### src/rtl/calc_pkg.sv
// Shared encodings for the calculator front-end sequencer: FSM states, modes,
// unary op codes and sizing helpers.
package calc_pkg;

  localparam int CALC_SW_W   = 16;
  localparam int CALC_DATA_W = 64;
  localparam int CHUNKS_MAX  = CALC_DATA_W / CALC_SW_W;

  localparam logic [2:0] ST_MODE   = 3'd0;
  localparam logic [2:0] ST_OP     = 3'd1;
  localparam logic [2:0] ST_SIZE   = 3'd2;
  localparam logic [2:0] ST_LOAD_A = 3'd3;
  localparam logic [2:0] ST_LOAD_B = 3'd4;
  localparam logic [2:0] ST_EXEC   = 3'd5;
  localparam logic [2:0] ST_WAIT   = 3'd6;
  localparam logic [2:0] ST_DONE   = 3'd7;

  localparam logic [2:0] MODE_FP    = 3'd0;
  localparam logic [2:0] MODE_ARITH = 3'd1;
  localparam logic [2:0] MODE_BIT   = 3'd2;
  localparam logic [2:0] MODE_LOGIC = 3'd3;
  localparam logic [2:0] MODE_FETCH = 3'd4;
  localparam logic [2:0] MODE_STORE = 3'd5;

  localparam logic [2:0] OP_ARITH_LOG = 3'd4;
  localparam logic [2:0] OP_LOGIC_NOT = 3'd6;

  // Width of a counter/index able to address n distinct values (minimum 1 bit).
  function automatic int idx_w(input int n);
    return (n > 1) ? $clog2(n) : 1;
  endfunction

endpackage

### src/rtl/chunk_loader.sv
// Assembles one operand from SW_W-bit chunks; the top-level extension of the
// finished operand follows CALC_SEQ_SIGN_EXT_EN (sign) or zero-extends.
module chunk_loader
  import calc_pkg::*;
#(
  parameter int SW_W   = 16,
  parameter int DATA_W = 64,
  parameter int CW     = 2
) (
  input  logic              clk,
  input  logic              rst,
  input  logic              clr,
  input  logic              wr,
  input  logic [SW_W-1:0]   chunk,
  input  logic [CW:0]       nchunks,
  output logic [DATA_W-1:0] data,
  output logic              last
);

  localparam int CHUNKS = DATA_W / SW_W;

  logic [CW-1:0]     cnt;
  logic [DATA_W-1:0] nxt;

  assign last = ({1'b0, cnt} == nchunks - 1'b1);

`ifdef CALC_SEQ_SIGN_EXT_EN
  function automatic logic [DATA_W-1:0] sext(input logic [DATA_W-1:0] v,
                                             input logic [CW:0]       n);
    logic              s;
    logic [DATA_W-1:0] r;
    s = 1'b0;
    r = v;
    for (int i = 0; i < CHUNKS; i++) begin
      if (n == (CW+1)'(i + 1)) s = v[i*SW_W + SW_W - 1];
      if ((CW+1)'(i) >= n) r[i*SW_W +: SW_W] = {SW_W{s}};
    end
    return r;
  endfunction
`endif

  always_comb begin
    nxt = data;
    for (int i = 0; i < CHUNKS; i++) begin
      if (cnt == CW'(i)) nxt[i*SW_W +: SW_W] = chunk;
    end
`ifdef CALC_SEQ_SIGN_EXT_EN
    if (last) nxt = sext(nxt, nchunks);
`endif
  end

  always_ff @(posedge clk or negedge rst) begin
    if (!rst) begin
      data <= '0;
      cnt  <= '0;
    end else if (clr) begin
      data <= '0;
      cnt  <= '0;
    end else if (wr) begin
      data <= nxt;
      cnt  <= last ? '0 : cnt + 1'b1;
    end
  end

endmodule

### src/rtl/calc_sequencer.sv
// Calculator front-end sequencer: mode/op/size selection, chunked operand entry,
// exec start/done handshake with timeout, register-file store/fetch.
// Optional build macro CALC_SEQ_SIGN_EXT_EN sign-extends operands and fetched values.
module calc_sequencer
  import calc_pkg::*;
#(
  parameter int SW_W     = 16,
  parameter int DATA_W   = 64,
  parameter int NUM_REGS = 4,
  parameter int TIMEOUT  = 1024
) (
  input  logic              clk,
  input  logic              rst,
  input  logic              confirm,
  input  logic [SW_W-1:0]   switches,
  output logic              exec_start,
  output logic [2:0]        exec_mode,
  output logic [2:0]        exec_op,
  output logic [DATA_W-1:0] opa,
  output logic [DATA_W-1:0] opb,
  input  logic              exec_done,
  input  logic [DATA_W-1:0] exec_result,
  output logic [DATA_W-1:0] result,
  output logic              result_valid,
  output logic              sign,
  output logic              error,
  output logic              busy
);

  localparam int CHUNKS = DATA_W / SW_W;
  localparam int CW     = idx_w(CHUNKS);
  localparam int IW     = idx_w(NUM_REGS);
  localparam int TW     = idx_w(TIMEOUT);

  logic [2:0]        state;
  logic [CW:0]       nchunks;
  logic [CW:0]       nsel;
  logic [TW-1:0]     tcnt;
  logic [IW-1:0]     idx;
  logic [DATA_W-1:0] regs [NUM_REGS];
  logic [DATA_W-1:0] fetch_val;
  logic [DATA_W-1:0] res_done;
  logic              a_last, b_last, unary, regop;

  function automatic logic [DATA_W-1:0] mask_act(input logic [DATA_W-1:0] v,
                                                 input logic [CW:0]       n);
    logic [DATA_W-1:0] r;
    r = v;
    for (int i = 0; i < CHUNKS; i++) begin
      if ((CW+1)'(i) >= n) r[i*SW_W +: SW_W] = '0;
    end
    return r;
  endfunction

  function automatic logic msb_act(input logic [DATA_W-1:0] v, input logic [CW:0] n);
    logic s;
    s = 1'b0;
    for (int i = 0; i < CHUNKS; i++) begin
      if (n == (CW+1)'(i + 1)) s = v[i*SW_W + SW_W - 1];
    end
    return s;
  endfunction

`ifdef CALC_SEQ_SIGN_EXT_EN
  function automatic logic [DATA_W-1:0] sext_act(input logic [DATA_W-1:0] v,
                                                 input logic [CW:0]       n);
    logic              s;
    logic [DATA_W-1:0] r;
    s = msb_act(v, n);
    r = v;
    for (int i = 0; i < CHUNKS; i++) begin
      if ((CW+1)'(i) >= n) r[i*SW_W +: SW_W] = {SW_W{s}};
    end
    return r;
  endfunction
`endif

  generate
    if (IW <= 3) begin : g_idx_narrow
      assign idx = exec_op[IW-1:0];
    end else begin : g_idx_wide
      assign idx = {{(IW-3){1'b0}}, exec_op};
    end
  endgenerate

  assign busy       = (state == ST_EXEC) || (state == ST_WAIT);
  assign exec_start = (state == ST_EXEC);
  assign regop      = (exec_mode == MODE_FETCH) || (exec_mode == MODE_STORE);
  assign unary      = ((exec_mode == MODE_ARITH) && (exec_op == OP_ARITH_LOG)) ||
                      ((exec_mode == MODE_LOGIC) && (exec_op == OP_LOGIC_NOT));

  // Requested chunk count, clamped to what DATA_W can hold.
  always_comb begin
    nsel = (CW+1)'(CHUNKS);
    if (int'(switches[1:0]) < CHUNKS) nsel = (CW+1)'(switches[1:0]) + 1'b1;
  end

  always_comb begin
`ifdef CALC_SEQ_SIGN_EXT_EN
    fetch_val = sext_act(mask_act(regs[idx], nchunks), nchunks);
`else
    fetch_val = mask_act(regs[idx], nchunks);
`endif
    case (exec_mode)
      MODE_FETCH: res_done = fetch_val;
      MODE_STORE: res_done = opa;
      default:    res_done = result;
    endcase
  end

  chunk_loader #(.SW_W(SW_W), .DATA_W(DATA_W), .CW(CW)) u_load_a (
    .clk     (clk),
    .rst     (rst),
    .clr     ((state == ST_SIZE) && confirm),
    .wr      ((state == ST_LOAD_A) && confirm),
    .chunk   (switches),
    .nchunks (nchunks),
    .data    (opa),
    .last    (a_last)
  );

  chunk_loader #(.SW_W(SW_W), .DATA_W(DATA_W), .CW(CW)) u_load_b (
    .clk     (clk),
    .rst     (rst),
    .clr     ((state == ST_SIZE) && confirm),
    .wr      ((state == ST_LOAD_B) && confirm),
    .chunk   (switches),
    .nchunks (nchunks),
    .data    (opb),
    .last    (b_last)
  );

  always_ff @(posedge clk or negedge rst) begin
    if (!rst) begin
      state        <= ST_MODE;
      exec_mode    <= '0;
      exec_op      <= '0;
      nchunks      <= '0;
      tcnt         <= '0;
      result       <= '0;
      result_valid <= 1'b0;
      sign         <= 1'b0;
      error        <= 1'b0;
      for (int i = 0; i < NUM_REGS; i++) regs[i] <= '0;
    end else begin
      result_valid <= 1'b0;
      case (state)
        ST_MODE: if (confirm) begin
          if (switches[2:0] > MODE_STORE) begin
            error <= 1'b1;
          end else begin
            error     <= 1'b0;
            exec_mode <= switches[2:0];
            state     <= ST_OP;
          end
        end
        ST_OP: if (confirm) begin
          exec_op <= switches[2:0];
          state   <= ST_SIZE;
        end
        ST_SIZE: if (confirm) begin
          nchunks <= nsel;
          state   <= ST_LOAD_A;
        end
        ST_LOAD_A: if (confirm && a_last) begin
          if (regop)      state <= ST_DONE;
          else if (unary) state <= ST_EXEC;
          else            state <= ST_LOAD_B;
        end
        ST_LOAD_B: if (confirm && b_last) state <= ST_EXEC;
        ST_EXEC: begin
          tcnt  <= '0;
          state <= ST_WAIT;
        end
        // Completion or timeout abort; a late done after abort is ignored.
        ST_WAIT: begin
          if (exec_done) begin
            result <= mask_act(exec_result, nchunks);
            state  <= ST_DONE;
          end else if (tcnt == TW'(TIMEOUT - 1)) begin
            error <= 1'b1;
            state <= ST_MODE;
          end else begin
            tcnt <= tcnt + 1'b1;
          end
        end
        ST_DONE: begin
          if (exec_mode == MODE_STORE) regs[idx] <= opa;
          result       <= res_done;
          sign         <= msb_act(res_done, nchunks);
          result_valid <= 1'b1;
          state        <= ST_MODE;
        end
        default: state <= ST_MODE;
      endcase
    end
  end

endmodule

### config.mk
export PLATFORM = sky130hd
export DESIGN_NAME = calc_sequencer
export DESIGN_NICKNAME = d
export VERILOG_FILES = /design/src/rtl/calc_pkg.sv /design/src/rtl/chunk_loader.sv /design/src/rtl/calc_sequencer.sv
export SDC_FILE = /design/constraint.sdc
export NUM_CORES = 1
export LEC_CHECK = 0
export CAP_MARGIN = 20
export CORE_MARGIN = 3
export CORE_UTILIZATION = 55
export CTS_BUF_LIST = sky130_fd_sc_hd__clkbuf_2 sky130_fd_sc_hd__clkbuf_4 sky130_fd_sc_hd__clkbuf_8
export DETAILED_ROUTE_END_ITERATION = 16
export PLACE_DENSITY = 0.8
export SYNTH_ARGS = -nofsm -noshare
export SYNTH_HDL_FRONTEND = slang
export SYNTH_SLANG_ARGS = --single-unit
### constraint.sdc
create_clock -name clk -period 2.3 [get_ports clk]
set_input_delay 0.23 -clock clk [delete_from_list [all_inputs] [get_ports clk]]
set_output_delay 0.23 -clock clk [all_outputs]
set_load 0.01 [all_outputs]
==> design notes, run 1 <==
The most critical hold endpoint after final layout shows a slack of 154.9 ps. The weighted congestion at the end of routability-driven global placement is 0.9627, and the warning total across the stage logs is 36. In this run the count of I/O pins placed on the die edge is 287. In this run the full chip footprint comes out at 40000 µm². With the number of max-slew violations in the final report at 0, the area overhead of the layout relative to synthesis is 26.89%. The horizontal die dimension came out at 200.0 µm. The instance area after placement is 24460 µm². met3 track demand over resource after global routing is 7.553%. The proportion of cell area spent on the clock network is 6.611%. Sequential cells make up 45.47% of the cell area. Register bit count reported by yosys: 477. The netlist uses 60 different library cells.

The violation count after the first detailed-routing iteration was 966. The sort of element at the start of the critical path was a flop. The run finished with clean final reports. The root buffer cell is sky130_fd_sc_hd__clkbuf_8. The tools report the multi-input combinational cell count as 1021. The register containing the most flip-flops in the final layout is regs. The final layout report lists a clock buffer count of 124.

The transition at the pin with the smallest max-transition slack is 664.5 ps, and the number of signal-net buffers in the layout is 367. Top routing layer in use: met5. The worst-case setup margin in the final layout was 86.11 ps. Summing over every cut layer, the via total after detailed routing is 14810. The core utilization before placement was 56.15%; the number of cells on the worst reg-to-reg path was 6. The routed design could run at a clock period as short as 2214 ps. Synthesis produced a netlist with a net count of 1719.

The power density over the cells is 1258 nW/µm², and the data required time at the worst endpoint is 2070 ps. TritonCTS built the clock tree. The first-pass GRT wire length was 88480 µm.

The terminus of the critical flop-to-flop path was sign. By instance count after routing, the leading logic cell types are sky130_fd_sc_hd__dfrtp_1, sky130_fd_sc_hd__clkdlybuf4s50_1, sky130_fd_sc_hd__nand2_1. The path length in cells of the critical path works out to 2. Counting instances in the post-synthesis netlist gives the leading cell types as sky130_fd_sc_hd__dfrtp_1, sky130_fd_sc_hd__nand2_1, sky130_fd_sc_hd__mux2_1, sky130_fd_sc_hd__o21ai_0, sky130_fd_sc_hd__mux2_2. The number of flops mapped to enable cells by yosys was 0; the CTS buffer count was 78.

STA classifies the critical path endpoint as an output pin. The cell area that synthesis handed to floorplanning was 20700 µm². The capture point of the worst path is exec_op[1].
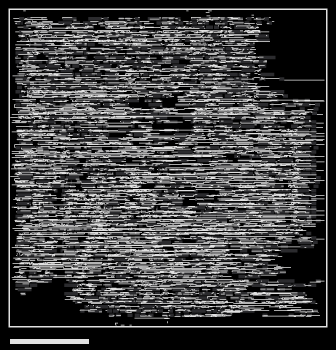
*M1 wires, run 1*
Scale bar: 50 µm. Cells faint in the background.
share of all routed wire: 42%
wire length on this layer: 23.8 mm
main direction: horizontal
nets with wire on the layer: 1872

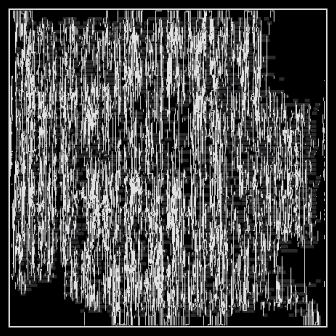
*Met2 routing, run 1*
Cells faint in the background.
share of all routed wire: 47%
nets with wire on the layer: 1838

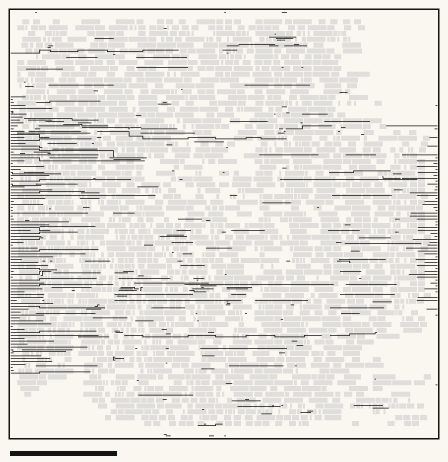
*The metal 3 layer, run 1*
Scale bar: 50 µm. Cells faint in the background.
longest straight run: 69.5 µm
nets with wire on the layer: 273
share of all routed wire: 7.5%

==> run 2, diff against run 1 <==
--- a/config.mk
+++ b/config.mk
@@ -7,10 +7,10 @@
 export LEC_CHECK = 0
 export CAP_MARGIN = 20
 export CORE_MARGIN = 3
-export CORE_UTILIZATION = 55
+export CORE_UTILIZATION = 57
 export CTS_BUF_LIST = sky130_fd_sc_hd__clkbuf_2 sky130_fd_sc_hd__clkbuf_4 sky130_fd_sc_hd__clkbuf_8
 export DETAILED_ROUTE_END_ITERATION = 16
-export PLACE_DENSITY = 0.8
+export PLACE_DENSITY = 0.83
 export SYNTH_ARGS = -nofsm -noshare
 export SYNTH_HDL_FRONTEND = slang
 export SYNTH_SLANG_ARGS = --single-unit
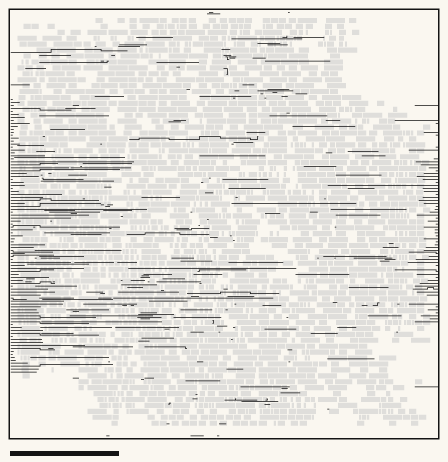
*The metal 3 layer, run 2*
Scale bar: 50 µm. Cells faint in the background.
total length of routed wires: 56260 µm
total number of vias: 14890
met3 usage in global routing: 7.538%

==> run 2 against run 1 <==
Effect of this change: critical path depth stayed put; die size is 3.4% lower; largest power group unchanged; critical endpoint unchanged; power is 0.92% lower; clock-buffer cell count is 6 lower; sequential share of layout area is 0.22 points higher; maximum frequency is 0.55% higher.
==> design notes, run 2 <==
The run finished with clean final reports. For the synthesized area, the log shows 20700 µm² (unchanged). The number of primary I/O pins is 287 (unchanged), and the static power due to leakage is 12.18 nW. For reference, the critical path is launched at exec_op[1]. After detailed routing, the wire length on met1 is 23150 µm. The proportion of cell area spent on the clock network works out to 6.289% (-0.32 points). The sort of element at the start of the critical path was a flop. Register bit count reported by yosys: 477 (unchanged).

The horizontal die dimension works out to 196.6 µm (-1.7%). The number of max-slew violations in the final report came out at 0 (unchanged). Following the worst setup path forward leads to its endpoint at exec_op[1]. The tools report the violation count after the first detailed-routing iteration as 1074 (+11%). The library cells used most frequently in the layout, excluding fill and tap cells, are sky130_fd_sc_hd__dfrtp_1, sky130_fd_sc_hd__clkdlybuf4s50_1, sky130_fd_sc_hd__nand2_1. The root buffer cell was sky130_fd_sc_hd__clkbuf_8. The top cell type's share of synthesized area is 57.66%.

With the total of buffers placed on input and output ports at 286, the path length in cells of the critical path is 2 (unchanged). Classification of the worst setup path: reg -> out. The run gives 19.71% for the share of layout cells above drive strength 1. The core utilization before placement was 58.06% (+1.9 points).

TritonCTS built the clock tree. The transition at the pin with the smallest max-transition slack was 723.4 ps (+58.83 ps); the area of the die was 38640 µm² (-3.4%). The area overhead of the layout relative to synthesis was 26.28%. Entering global routing, the biggest net connects 95 pins. The number of cells on the worst reg-to-reg path is 7 (+1).

The number of clock buffers in the layout came out at 118 (-4.8%). The run gives 1719 (unchanged) as the net count after synthesis. STA classifies the critical path endpoint as an output pin. After synthesis, the most frequently instantiated cells are sky130_fd_sc_hd__dfrtp_1, sky130_fd_sc_hd__nand2_1, sky130_fd_sc_hd__mux2_1, sky130_fd_sc_hd__o21ai_0, sky130_fd_sc_hd__mux2_2.

The signal on the critical path passes through buf_6, clkdlybuf4s50_1. The post-layout instance area is 26140 µm², and the post-cts hold-fix buffer tally is 1. The warning total across the stage logs was 36 (unchanged); the clock period minus worst slack was 2202 ps (-12.09 ps).

For the instance area after placement, the log shows 24460 µm² (about the same). The minimum hold slack is 174.2 ps (+19.21 ps), and the multi-input combinational cell count is 1021 (unchanged). The sequential portion of the cell area was 45.69% (+0.22 points). STA lists the endpoint of the worst register-to-register path as regs[236]. Number of flops mapped to enable cells by yosys: 0 (unchanged). The number of signal-net buffers in the layout was 374 (+1.9%). First-pass GRT wire length: 89000 µm (+0.59%). Of the available clock period, the critical path in the final layout requires 95.73%. The run gives 1253 nW/µm² (-0.44%) for the power density over the cells.

With the weighted congestion at the end of routability-driven global placement at 0.9171 (-4.7%), the worst-case setup margin in the final layout is 98.20 ps (+12.09 ps). The count of nets left with antenna violations once routing finished came out at 0. The register with the most flip-flops in the final layout is regs.

The logs give 2070 ps (about the same) for the data required time at the worst endpoint and 60 (unchanged) for the count of unique library cells instantiated by Yosys. After synthesis, the share of cell area in mux cells is 21.25%. The top routing layer in use is met4.
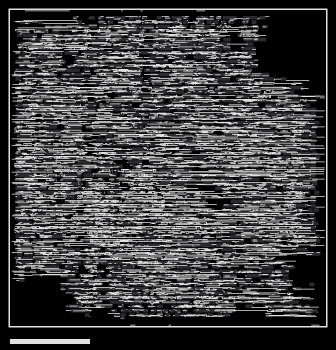
*M1 wires, run 2*
Scale bar: 50 µm. Cells faint in the background.
main direction: horizontal
nets with wire on the layer: 1885
longest straight run: 43.2 µm
wire length on this layer: 23.1 mm
share of all routed wire: 41%

No activity file was given, so power comes from the tool's default toggle rates.
